[src/rtl/core_dout_arbiter_if.sv]
// Bundle of the per-core FWFT input channels and the merged tagged output stream.
// The master modport is the arbiter's view; slave is the surrounding cores/host buffer.
// Widths follow the arbiter parameters; ID_W must equal max(1, clog2(N_CORES)).
interface core_dout_arbiter_if #(
    parameter int N_CORES   = 4,
    parameter int DIN_WIDTH = 4,
    parameter int ID_W      = 2
);
    logic [N_CORES-1:0]           core_en;
    logic [N_CORES*DIN_WIDTH-1:0] din;
    logic [N_CORES-1:0]           empty;
    logic [N_CORES-1:0]           rd_en;
    logic [DIN_WIDTH-1:0]         dout;
    logic [ID_W-1:0]              dout_id;
    logic                         dout_valid;
    logic                         dout_last;
    logic                         dout_ready;
    logic [N_CORES-1:0]           err_timeout;
    logic                         busy;

    modport master (
        input  core_en, din, empty, dout_ready,
        output rd_en, dout, dout_id, dout_valid, dout_last, err_timeout, busy
    );

    modport slave (
        output core_en, din, empty, dout_ready,
        input  rd_en, dout, dout_id, dout_valid, dout_last, err_timeout, busy
    );
endinterface

[src/rtl/core_dout_arbiter.sv]
// Round-robin packet collector: merges N_CORES FWFT result streams into one tagged stream.
// Latency: grant cycle + 1, first word on dout 2 cycles after a channel goes non-empty.
// Backpressure: pops only when the output register is free; dout_ready low stalls without timing out.
// Optional CORE_DOUT_ARB_CHECKSUM_EN appends an XOR checksum word to each packet.
module core_dout_arbiter #(
    parameter int N_CORES   = 4,
    parameter int DIN_WIDTH = 4,
    parameter int PKT_WORDS = 16,
    parameter int TIMEOUT   = 255
) (
    input logic CLK,
    input logic rst_n,
    core_dout_arbiter_if.master bus
);
    localparam int ID_W = (N_CORES > 1) ? $clog2(N_CORES) : 1;
    localparam int WC_W = $clog2(PKT_WORDS + 1);
    localparam int SC_W = $clog2(TIMEOUT + 1);
    localparam logic [WC_W-1:0] LAST_W  = WC_W'(PKT_WORDS - 1);
    localparam logic [WC_W-1:0] CSUM_W  = WC_W'(PKT_WORDS);
    localparam logic [SC_W-1:0] SC_LAST = SC_W'(TIMEOUT - 1);
`ifdef CORE_DOUT_ARB_CHECKSUM_EN
    localparam bit CSUM_EN = 1'b1;
`else
    localparam bit CSUM_EN = 1'b0;
`endif

    typedef enum logic {IDLE = 1'b0, XFER = 1'b1} state_t;

    state_t               state, state_nx;
    logic [ID_W-1:0]      sel, sel_nx, rr_ptr, rr_nx, grant_idx;
    logic [WC_W-1:0]      wcnt, wcnt_nx;
    logic [SC_W-1:0]      scnt, scnt_nx;
    logic [N_CORES-1:0]   err_q, err_nx, cand;
    logic                 grant_found, out_free, pop, load, ld_last;
    logic [DIN_WIDTH-1:0] sel_din, ld_dat, csum;
    logic [DIN_WIDTH-1:0] dout_q;
    logic [ID_W-1:0]      dout_id_q;
    logic                 dout_valid_q, dout_last_q;

    assign cand     = bus.core_en & ~bus.empty;
    assign sel_din  = bus.din[int'(sel)*DIN_WIDTH +: DIN_WIDTH];
    assign out_free = !dout_valid_q || bus.dout_ready;

    // First candidate strictly after rr_ptr, wrapping around the channel count.
    always_comb begin
        grant_found = 1'b0;
        grant_idx   = '0;
        for (int k = 1; k <= N_CORES; k++) begin
            if (!grant_found && cand[(int'(rr_ptr) + k) % N_CORES]) begin
                grant_found = 1'b1;
                grant_idx   = ID_W'((int'(rr_ptr) + k) % N_CORES);
            end
        end
    end

    // Next-state, pop and output-load decisions.
    always_comb begin
        state_nx = state;
        sel_nx   = sel;
        rr_nx    = rr_ptr;
        wcnt_nx  = wcnt;
        scnt_nx  = scnt;
        err_nx   = err_q;
        pop      = 1'b0;
        load     = 1'b0;
        ld_dat   = sel_din;
        ld_last  = 1'b0;
        case (state)
            IDLE: begin
                if (grant_found) begin
                    sel_nx   = grant_idx;
                    wcnt_nx  = '0;
                    scnt_nx  = '0;
                    state_nx = XFER;
                end
            end
            XFER: begin
                if (CSUM_EN && wcnt == CSUM_W) begin
                    // Trailing checksum beat: no pop, waits only for the output register.
                    if (out_free) begin
                        load     = 1'b1;
                        ld_dat   = csum;
                        ld_last  = 1'b1;
                        rr_nx    = sel;
                        state_nx = IDLE;
                    end
                end else if (!bus.empty[sel]) begin
                    scnt_nx = '0;
                    if (out_free) begin
                        pop     = 1'b1;
                        load    = 1'b1;
                        wcnt_nx = wcnt + 1'b1;
                        if (wcnt == LAST_W) begin
                            ld_last = !CSUM_EN;
                            if (!CSUM_EN) begin
                                rr_nx    = sel;
                                state_nx = IDLE;
                            end
                        end
                    end
                end else if (scnt == SC_LAST) begin
                    // Channel starved too long: flag it and abandon the packet without dout_last.
                    err_nx[sel] = 1'b1;
                    rr_nx       = sel;
                    state_nx    = IDLE;
                end else begin
                    scnt_nx = scnt + 1'b1;
                end
            end
            default: state_nx = IDLE;
        endcase
    end

    // Control state registers.
    always_ff @(posedge CLK or negedge rst_n) begin
        if (!rst_n) begin
            state  <= IDLE;
            sel    <= '0;
            rr_ptr <= ID_W'(N_CORES - 1);
            wcnt   <= '0;
            scnt   <= '0;
            err_q  <= '0;
        end else begin
            state  <= state_nx;
            sel    <= sel_nx;
            rr_ptr <= rr_nx;
            wcnt   <= wcnt_nx;
            scnt   <= scnt_nx;
            err_q  <= err_nx;
        end
    end

    // Output register: load on pop/checksum, otherwise drain when accepted.
    always_ff @(posedge CLK or negedge rst_n) begin
        if (!rst_n) begin
            dout_q       <= '0;
            dout_id_q    <= '0;
            dout_valid_q <= 1'b0;
            dout_last_q  <= 1'b0;
        end else if (load) begin
            dout_q       <= ld_dat;
            dout_id_q    <= sel;
            dout_valid_q <= 1'b1;
            dout_last_q  <= ld_last;
        end else if (bus.dout_ready) begin
            dout_valid_q <= 1'b0;
        end
    end

`ifdef CORE_DOUT_ARB_CHECKSUM_EN
    // Running XOR of the packet's data words, restarted at every grant.
    always_ff @(posedge CLK or negedge rst_n) begin
        if (!rst_n) begin
            csum <= '0;
        end else if (state == IDLE && grant_found) begin
            csum <= '0;
        end else if (pop) begin
            csum <= csum ^ sel_din;
        end
    end
`else
    assign csum = '0;
`endif

    assign bus.rd_en       = pop ? (N_CORES'(1) << sel) : '0;
    assign bus.dout        = dout_q;
    assign bus.dout_id     = dout_id_q;
    assign bus.dout_valid  = dout_valid_q;
    assign bus.dout_last   = dout_last_q;
    assign bus.err_timeout = err_q;
    assign bus.busy        = (state == XFER);
endmodule

[src/flat_wrapper.sv]
// flat-port wrapper written by rule: the top's interface ports become plain ports
module core_dout_arbiter_flat 
#(
    parameter int N_CORES   = 4,
    parameter int DIN_WIDTH = 4,
    parameter int PKT_WORDS = 16,
    parameter int TIMEOUT   = 255
)
  (CLK, rst_n, bus_core_en, bus_din, bus_empty, bus_dout_ready, bus_rd_en, bus_dout, bus_dout_id, bus_dout_valid, bus_dout_last, bus_err_timeout, bus_busy);
  core_dout_arbiter_if #(.N_CORES(N_CORES), .DIN_WIDTH(DIN_WIDTH), .ID_W((2))) bus_i ();
  input logic CLK;
  input logic rst_n;
  input wire logic [$bits(bus_i.core_en)-1:0] bus_core_en;
  input wire logic [$bits(bus_i.din)-1:0] bus_din;
  input wire logic [$bits(bus_i.empty)-1:0] bus_empty;
  input wire logic [$bits(bus_i.dout_ready)-1:0] bus_dout_ready;
  output wire logic [$bits(bus_i.rd_en)-1:0] bus_rd_en;
  output wire logic [$bits(bus_i.dout)-1:0] bus_dout;
  output wire logic [$bits(bus_i.dout_id)-1:0] bus_dout_id;
  output wire logic [$bits(bus_i.dout_valid)-1:0] bus_dout_valid;
  output wire logic [$bits(bus_i.dout_last)-1:0] bus_dout_last;
  output wire logic [$bits(bus_i.err_timeout)-1:0] bus_err_timeout;
  output wire logic [$bits(bus_i.busy)-1:0] bus_busy;
  assign bus_i.core_en = bus_core_en;
  assign bus_i.din = bus_din;
  assign bus_i.empty = bus_empty;
  assign bus_i.dout_ready = bus_dout_ready;
  assign bus_rd_en = bus_i.rd_en;
  assign bus_dout = bus_i.dout;
  assign bus_dout_id = bus_i.dout_id;
  assign bus_dout_valid = bus_i.dout_valid;
  assign bus_dout_last = bus_i.dout_last;
  assign bus_err_timeout = bus_i.err_timeout;
  assign bus_busy = bus_i.busy;
  core_dout_arbiter #(.N_CORES(N_CORES), .DIN_WIDTH(DIN_WIDTH), .PKT_WORDS(PKT_WORDS), .TIMEOUT(TIMEOUT)) u_core (.CLK(CLK), .rst_n(rst_n), .bus(bus_i));
endmodule
[config.mk]
export PLATFORM = sky130hd
export DESIGN_NAME = core_dout_arbiter_flat
export DESIGN_NICKNAME = d
export VERILOG_FILES = /design/src/rtl/core_dout_arbiter_if.sv /design/src/rtl/core_dout_arbiter.sv /design/src/flat_wrapper.sv
export SDC_FILE = /design/constraint.sdc
export NUM_CORES = 1
export LEC_CHECK = 0
export CAP_MARGIN = 20
export CORE_UTILIZATION = 30
export DETAILED_ROUTE_END_ITERATION = 16
export GPL_ROUTABILITY_DRIVEN = 0
export PLACE_DENSITY = 0.52
export SLEW_MARGIN = 25
export SYNTH_ARGS = -nofsm -noshare
export SYNTH_HDL_FRONTEND = slang
export SYNTH_SLANG_ARGS = --single-unit
[constraint.sdc]
create_clock -name CLK -period 2.05 [get_ports CLK]
set_input_delay 0.3075 -clock CLK [delete_from_list [all_inputs] [get_ports CLK]]
set_output_delay 0.3075 -clock CLK [all_outputs]
set_load 0.01 [all_outputs]
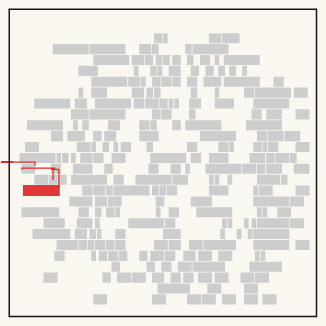
(nets reached from selected ports)
Scale: 4 px per um.
legend:
  bus_dout_valid:
    color: red
    direction: output
    end_cells: 1
    wire: 24.7 um
IO Count: 44
# port buffers: 43

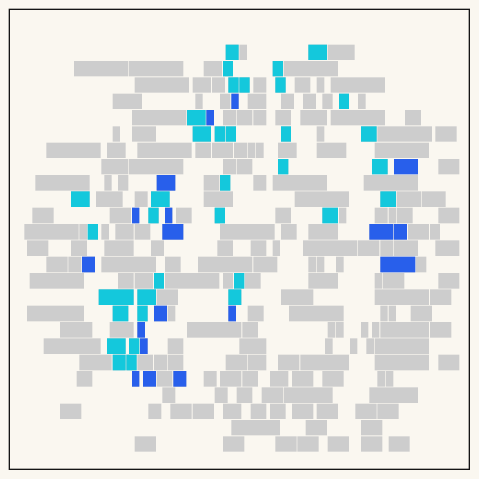
(gate families picked out)
Scale: 6 px per um.
legend:
  aoi and oai cells:
    color: cyan
    cells: 35
  nor cells:
    color: blue
    cells: 18
Final Non-Filler Cells: 312
logic share of the area: 36.2%
most numerous logic cell after layout: clkdlybuf4s50_1

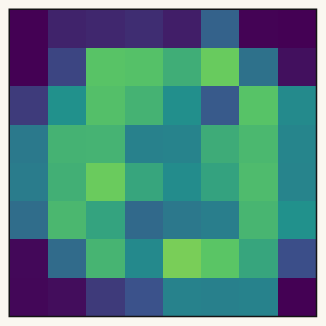
(local utilization)
Scale: 4 px per um. The die is cut into 8 by 8 equal tiles; dark purple is low, yellow is high, 0 to 100% covered.
tiles over 75% full: 4.7%
emptiest ninth of the die: north-west
fullest tile: 79%
nearly empty tiles: 9.4%
mean over tiles: 42%
area of the core: 0.00520 mm2
fin util: 48.6%
fp util: 31.9%

==> run summary <==
impl run done, here's what came out: Compound Share, Synth=18.1%, Hold WS=423 ps, vias in the first global route=1,628, fill count=522, Final min period=2260 ps, TritonCTS clock tree=done, routed vias=1,546, n_diodes=0, clock-cell share of area=3.56%, nonclk buf count=72, peak supply drop=0.523 mV, Worst-Margin Slew=595 ps, comb_multi_in=125, synthesized area=0.00166 mm2, Sw Share=34.1%, instance count on the critical path=5, Setup TNS Final=-1030 ps, clk sinks=30, Flops after synth=30, Top delay family on crit path=multiplexers, Max Root-Sink Buffers=2, Detailed Routing Iterations Pass 1=4, worst reg2reg endpoint=u_core.rr_ptr[0], maximum operating frequency=443 MHz, final net count=272, Synthesized Nets=199, Place WS=-700 ps, Log Warnings=30, Top FF cell, synth=dfrtp_1, H-tree depth=2, post-CTS setup buffers=3, Leading cell kind=combinational gates, combinational share of power=45.2%, Reg power frac=36.0%, Synth top cells by count=28 x dfrtp_1, 21 x nand2_1, 11 x a21oi_1, 11 x nor2_1, 9 x o21ai_0, Setup Viol. Count Final=7, Final Slew Violations=0, Crit path required time=1740 ps, post-CTS sizing=22, simple share=19.4%, failing checks=setup timing, Avg Synthesized Cell Area=9.89 um2, DP HPWL=3360 um, Comb. pwr=0.00114 W, Synth top cell by count=dfrtp_1, GRT Residual Overflow=0, post-synthesis sequential area ratio=45.3%, status=finished, violations left, Relative slew margins=59.9%, WP data arrival=1950 ps, Combinational Area=916 um2, ys cells=168, worst path cell trace=mux4_2, or3_4, buf_4, nor2_2, buf_2, Seq/total area=29.8%, top cells by area=dfrtp_1 42%, mux4_2 6.8%, nand2_1 4.7%, a21oi_1 3.3%, dfstp_2 3.2%, Unique cell types=42, cell leakage power=1.13 nW, drt wl/cell=14.3 um, unrepaired setup endpoints after global routing=yes, area leader, netlist=dfrtp_1, chip area=0.00584 mm2, largest net degree at the start of global routing=31, Overall Power=0.00253 W, first-pass GRT wire length=7650 um, synth warn=0, P_clk=0.000476 W, Setup WS post-layout=-209 ps, Worst path max stage delay=540 ps, skew final=4.24 ps, Yosys top cell area share=42.2%, P_int=0.00167 W
placed cells by master, fill, tap and decap left out, drive strengths merged, types with 4 or more instances in the layout:
| cell type | count |
|---|---|
| clkdlybuf4s50 | 35 |
| buf | 33 |
| dfrtp | 28 |
| nand2 | 21 |
| a21oi | 11 |
| nor2 | 11 |
| o21ai | 10 |
| nand2b | 8 |
| clkbuf | 8 |
| inv | 7 |
| mux4 | 5 |
| and3 | 5 |
| nor2b | 4 |
| nand3 | 4 |
| ha | 4 |
| mux2 | 4 |
per-layer routing:
metal | vias up | track usage (%) | part of all wire, %
met5 | - | 0 | 0
met4 | 0 | 5.19 | 1.1
met3 | 7 | 3.71 | 4.9
met2 | 38 | 26.7 | 48
met1 | 749 | 22.4 | 46
li1 | 752 | - | -
No activity file was given, so power comes from the tool's default toggle rates.
